### The clock network

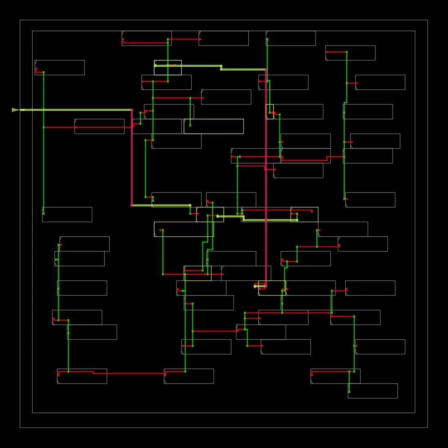
### Layout detail

Region (18, 18) to (58, 58) microns. Cells in grey, sequential cells in the stronger grey; small squares are vias.
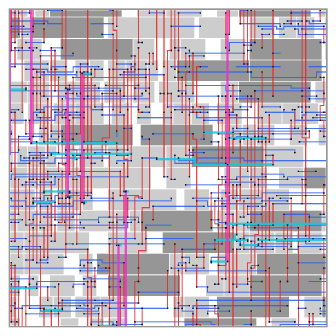
### M3 wires

Cells faint in the background.
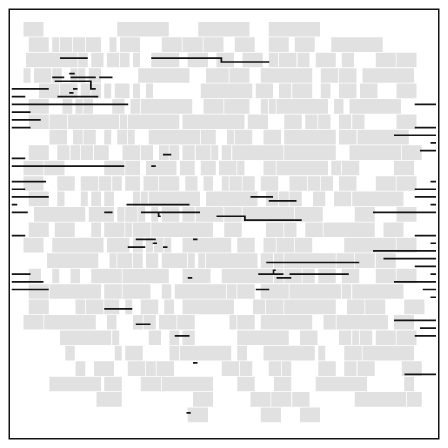
### Wire density map

Bar = 20 microns. 15 x 15 tiles, from white (low) to dark blue (high), scaled to the fullest tile. Values are wire area over tile area, all layers added.
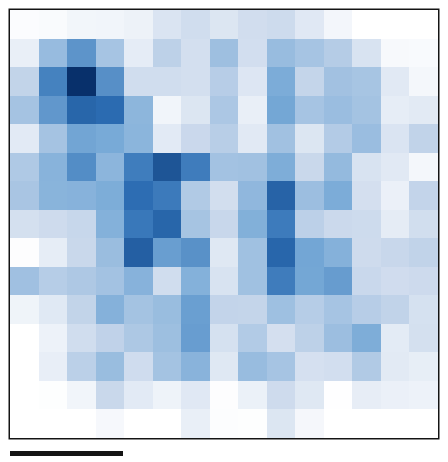
===== src/rtl/multicycle_ctrl_fsm_if.sv =====
// Memory handshake bundle between the sequencer and the instruction/data memories.
interface multicycle_ctrl_fsm_if;
  logic imem_req;
  logic imem_ack;
  logic dmem_req;
  logic dmem_we;
  logic dmem_ack;

  // Sequencer side: issues requests, receives acks.
  modport master (
    output imem_req, dmem_req, dmem_we,
    input  imem_ack, dmem_ack
  );

  // Memory side: receives requests, returns acks.
  modport slave (
    input  imem_req, dmem_req, dmem_we,
    output imem_ack, dmem_ack
  );
endinterface


===== src/rtl/multicycle_ctrl_fsm.sv =====
// Multi-cycle FETCH/DECODE/EXEC/MEM/WB sequencer for the RISC-V core.
// Drives datapath strobes, runs imem/dmem req/ack with a wait timeout,
// counts retired instructions, and stops on SYSTEM, illegal opcode or timeout.
module multicycle_ctrl_fsm #(
  parameter int TIMEOUT = 255
) (
  input  logic                   clk,
  input  logic                   rst_n,
  input  logic [6:0]             opcode,
  input  logic                   zero,
  multicycle_ctrl_fsm_if.master  mem,
  output logic                   ir_write,
  output logic                   pc_write,
  output logic                   pc_src,
  output logic                   reg_write,
  output logic                   mem_to_reg,
  output logic                   alu_src,
  output logic [2:0]             alu_op,
  output logic [1:0]             imm_src,
  output logic                   retire,
  output logic [31:0]            instret,
  output logic                   halted,
  output logic                   err
);

  localparam logic [2:0] S_FETCH  = 3'd0;
  localparam logic [2:0] S_DECODE = 3'd1;
  localparam logic [2:0] S_EXEC   = 3'd2;
  localparam logic [2:0] S_MEM    = 3'd3;
  localparam logic [2:0] S_WB     = 3'd4;
  localparam logic [2:0] S_HALT   = 3'd5;
  localparam logic [2:0] S_ERROR  = 3'd6;

  // alu_op doubles as the instruction class for the rest of the instruction.
  localparam logic [2:0] OP_R   = 3'b000;
  localparam logic [2:0] OP_I   = 3'b001;
  localparam logic [2:0] OP_LD  = 3'b010;
  localparam logic [2:0] OP_ST  = 3'b011;
  localparam logic [2:0] OP_BR  = 3'b100;
  localparam logic [2:0] OP_JAL = 3'b101;
  localparam logic [2:0] OP_LUI = 3'b110;
  localparam logic [2:0] OP_SYS = 3'b111;

  localparam logic [7:0] TO = TIMEOUT[7:0];

  logic [2:0] state, state_nxt;
  logic [7:0] wcnt;
  logic       live;       // low for the first cycle out of reset so no req shows during reset
  logic       dec_ok, dec_asrc;
  logic [2:0] dec_op;
  logic [1:0] dec_imm;
  logic       imem_req, dmem_req, dmem_we;

  // Opcode classification used when leaving DECODE.
  always_comb begin
    dec_ok   = 1'b1;
    dec_op   = OP_R;
    dec_imm  = 2'b00;
    dec_asrc = 1'b0;
    case (opcode)
      7'b0110011: dec_op = OP_R;
      7'b0010011: begin dec_op = OP_I;  dec_asrc = 1'b1; end
      7'b0000011: begin dec_op = OP_LD; dec_asrc = 1'b1; end
      7'b0100011: begin dec_op = OP_ST; dec_asrc = 1'b1; dec_imm = 2'b01; end
      7'b1100011: begin dec_op = OP_BR;  dec_imm = 2'b10; end
      7'b1101111: begin dec_op = OP_JAL; dec_imm = 2'b11; end
      7'b0110111: dec_op = OP_LUI;
      7'b1110011: dec_op = OP_SYS;
      default:    dec_ok = 1'b0;
    endcase
  end

  // Next-state: ack wins over timeout on the same cycle; timeout fires once wcnt hits TIMEOUT.
  always_comb begin
    state_nxt = state;
    case (state)
      S_FETCH:  if (live && mem.imem_ack)  state_nxt = S_DECODE;
                else if (live && wcnt == TO) state_nxt = S_ERROR;
      S_DECODE: if (!dec_ok)               state_nxt = S_ERROR;
                else if (dec_op == OP_SYS) state_nxt = S_HALT;
                else                       state_nxt = S_EXEC;
      S_EXEC:   if (alu_op == OP_BR)                         state_nxt = S_FETCH;
                else if (alu_op == OP_LD || alu_op == OP_ST) state_nxt = S_MEM;
                else                                         state_nxt = S_WB;
      S_MEM:    if (mem.dmem_ack)          state_nxt = (alu_op == OP_LD) ? S_WB : S_FETCH;
                else if (wcnt == TO)       state_nxt = S_ERROR;
      S_WB:     state_nxt = S_FETCH;
      S_HALT:   state_nxt = S_HALT;
      S_ERROR:  state_nxt = S_ERROR;
      default:  state_nxt = S_ERROR;
    endcase
  end

  // State, wait counter and the liveness flag.
  always_ff @(posedge clk or negedge rst_n) begin
    if (!rst_n) begin
      state <= S_FETCH;
      wcnt  <= 8'd0;
      live  <= 1'b0;
    end else begin
      state <= state_nxt;
      live  <= 1'b1;
      if (state_nxt != state)
        wcnt <= 8'd0;
      else if ((state == S_FETCH && live) || state == S_MEM)
        wcnt <= wcnt + 8'd1;
    end
  end

  // Decode results latched in DECODE and held for the rest of the instruction.
  always_ff @(posedge clk or negedge rst_n) begin
    if (!rst_n) begin
      alu_op     <= OP_R;
      imm_src    <= 2'b00;
      alu_src    <= 1'b0;
      mem_to_reg <= 1'b0;
    end else if (state == S_DECODE) begin
      alu_op     <= dec_ok ? dec_op : OP_R;
      imm_src    <= dec_ok ? dec_imm : 2'b00;
      alu_src    <= dec_ok & dec_asrc;
      mem_to_reg <= dec_ok & (dec_op == OP_LD);
    end
  end

  // Datapath strobes: Moore from state, except ir_write and the MEM-state retire gated by ack.
  always_comb begin
    imem_req  = 1'b0;
    dmem_req  = 1'b0;
    dmem_we   = 1'b0;
    ir_write  = 1'b0;
    pc_write  = 1'b0;
    pc_src    = 1'b0;
    reg_write = 1'b0;
    retire    = 1'b0;
    case (state)
      S_FETCH: begin
        imem_req = live;
        ir_write = live & mem.imem_ack;
      end
      S_EXEC: if (alu_op == OP_BR) begin
        pc_write = 1'b1;
        pc_src   = zero;
        retire   = 1'b1;
      end
      S_MEM: begin
        dmem_req = 1'b1;
        dmem_we  = (alu_op == OP_ST);
        if (mem.dmem_ack && alu_op == OP_ST) begin
          pc_write = 1'b1;
          retire   = 1'b1;
        end
      end
      S_WB: begin
        reg_write = 1'b1;
        pc_write  = 1'b1;
        pc_src    = (alu_op == OP_JAL);
        retire    = 1'b1;
      end
      default: ;
    endcase
  end

  assign mem.imem_req = imem_req;
  assign mem.dmem_req = dmem_req;
  assign mem.dmem_we  = dmem_we;
  assign halted       = (state == S_HALT);
  assign err          = (state == S_ERROR);

  // Retired-instruction counter; wraps naturally at 32 bits.
  always_ff @(posedge clk or negedge rst_n) begin
    if (!rst_n)      instret <= 32'd0;
    else if (retire) instret <= instret + 32'd1;
  end

endmodule


===== src/flat_wrapper.sv =====
// flat-port wrapper written by rule: the top's interface ports become plain ports
module multicycle_ctrl_fsm_flat 
#(
  parameter int TIMEOUT = 255
)
  (clk, rst_n, opcode, zero, ir_write, pc_write, pc_src, reg_write, mem_to_reg, alu_src, alu_op, imm_src, retire, instret, halted, err, mem_imem_req, mem_dmem_req, mem_dmem_we, mem_imem_ack, mem_dmem_ack);
  multicycle_ctrl_fsm_if mem_i ();
  input  logic clk;
  input  logic rst_n;
  input  logic [6:0] opcode;
  input  logic zero;
  output logic ir_write;
  output logic pc_write;
  output logic pc_src;
  output logic reg_write;
  output logic mem_to_reg;
  output logic alu_src;
  output logic [2:0] alu_op;
  output logic [1:0] imm_src;
  output logic retire;
  output logic [31:0] instret;
  output logic halted;
  output logic err;
  output wire logic [$bits(mem_i.imem_req)-1:0] mem_imem_req;
  output wire logic [$bits(mem_i.dmem_req)-1:0] mem_dmem_req;
  output wire logic [$bits(mem_i.dmem_we)-1:0] mem_dmem_we;
  input wire logic [$bits(mem_i.imem_ack)-1:0] mem_imem_ack;
  input wire logic [$bits(mem_i.dmem_ack)-1:0] mem_dmem_ack;
  assign mem_imem_req = mem_i.imem_req;
  assign mem_dmem_req = mem_i.dmem_req;
  assign mem_dmem_we = mem_i.dmem_we;
  assign mem_i.imem_ack = mem_imem_ack;
  assign mem_i.dmem_ack = mem_dmem_ack;
  multicycle_ctrl_fsm #(.TIMEOUT(TIMEOUT)) u_core (.clk(clk), .rst_n(rst_n), .opcode(opcode), .zero(zero), .mem(mem_i), .ir_write(ir_write), .pc_write(pc_write), .pc_src(pc_src), .reg_write(reg_write), .mem_to_reg(mem_to_reg), .alu_src(alu_src), .alu_op(alu_op), .imm_src(imm_src), .retire(retire), .instret(instret), .halted(halted), .err(err));
endmodule

===== config.mk =====
export PLATFORM = sky130hd
export DESIGN_NAME = multicycle_ctrl_fsm_flat
export DESIGN_NICKNAME = d
export VERILOG_FILES = /design/src/rtl/multicycle_ctrl_fsm_if.sv /design/src/rtl/multicycle_ctrl_fsm.sv /design/src/flat_wrapper.sv
export SDC_FILE = /design/constraint.sdc
export NUM_CORES = 1
export LEC_CHECK = 0
export CORE_MARGIN = 2
export CORE_UTILIZATION = 55
export CTS_CLUSTER_SIZE = 10
export DETAILED_ROUTE_END_ITERATION = 10
export PLACE_DENSITY = 0.86
export SLEW_MARGIN = 10
export SYNTH_ARGS = -nofsm -noshare
export SYNTH_HDL_FRONTEND = slang
export SYNTH_SLANG_ARGS = --single-unit

===== constraint.sdc =====
create_clock -name clk -period 4.3 [get_ports clk]
set_input_delay 0.43 -clock clk [delete_from_list [all_inputs] [get_ports clk]]
set_output_delay 0.43 -clock clk [all_outputs]
set_load 0.01 [all_outputs]

==> changes_impl.md <==
### Changed

- RSZ-0062 raised after global routing: false
- Sw power: 552 uW
- Pwr dens: 450 mW/mm^2
- CP Capture Type: primary output
- Sequential area share after synthesis: 0.454
- Max_slew headroom: 0.562
- Fin Setup TNS: 0 ns
- Residual DRC count: 0
- Fin worst setup slack: 1.36 ns
- Top Layout Cells: 59 x clkdlybuf4s50_1, 51 x dfrtp_1, 29 x xnor2_1
- Post-Syn Instances: 279
- Global routing usage on met1: 0.297
- Met3 routed wirelength: 337 microns
- Total routed wirelength: 6.21 mm
- Wire length on met1: 2.64 mm
- Design Area, Final: 0.00355 sq mm
- Sw Share: 0.345
- CP Launch Point: u_core.state[0]
- Top cells by count, synth: 51 x dfrtp_1, 29 x xnor2_1, 23 x nand2_1
- Post-synth top area cell: dfrtp_1
- Detailed-route wire length per cell: 15.4 microns
- Ys cells: 279
- Async SR Flop Fraction: 1.00
- DR iter-0 viols: 201
- Most common logic cell in the routed design: clkdlybuf4s50_1
- Maximum vdd drop: 0.000311 V
- Finished Layout Cells: 403
- Placed cell areas: 0.00342 sq mm
- Logic pwr share: 0.344
- Data arrival, critical path: 2.51 ns
- Post-Synth AOI/OAI Area: 0.0766
- Outcome: finished clean
- Clk pin slew, worst setup/hold paths: 0.09 ns
- # Taps: 70
- Max power group: registers
- CP delay by family, top: buffers and inverters
- Internal Pwr Total: 1.05 mW
- Die Area: 0.00569 sq mm
- WS Path Type: reg2out
- Cts hold-fix bufs: 0
Back to the opening pictures, 'The clock network':
Clk. pwr: 394 uW
Clock buffer cells: 6
clk sinks: 51
clk_lat worst skew: 0.31 ns

Back to the opening pictures, 'Layout detail':
colour	layer
magenta	met4
blue	met1
cyan	met3
red	met2
most frequent	dfrtp_1 (17), xnor2_1 (13), nand2_1 (9)
netlist names of flops here include	u_core.instret (12), u_core.state (2), u_core.wcnt (2)
cells with their middle in the window	125
sequential cells in the window	17

Back to the opening pictures, 'M3 wires':
longest straight run	20.2 microns
wire length on this layer	338 microns
share of all routed wire	5.4%
nets with wire on the layer	63

Back to the opening pictures, 'Wire density map':
densest ninth of the die	centre
fullest tile	0.62
emptiest ninth of the die	lower left
tiles over half the peak	13%
mean over tiles	0.18

Power is estimated from default activity; no workload was simulated.
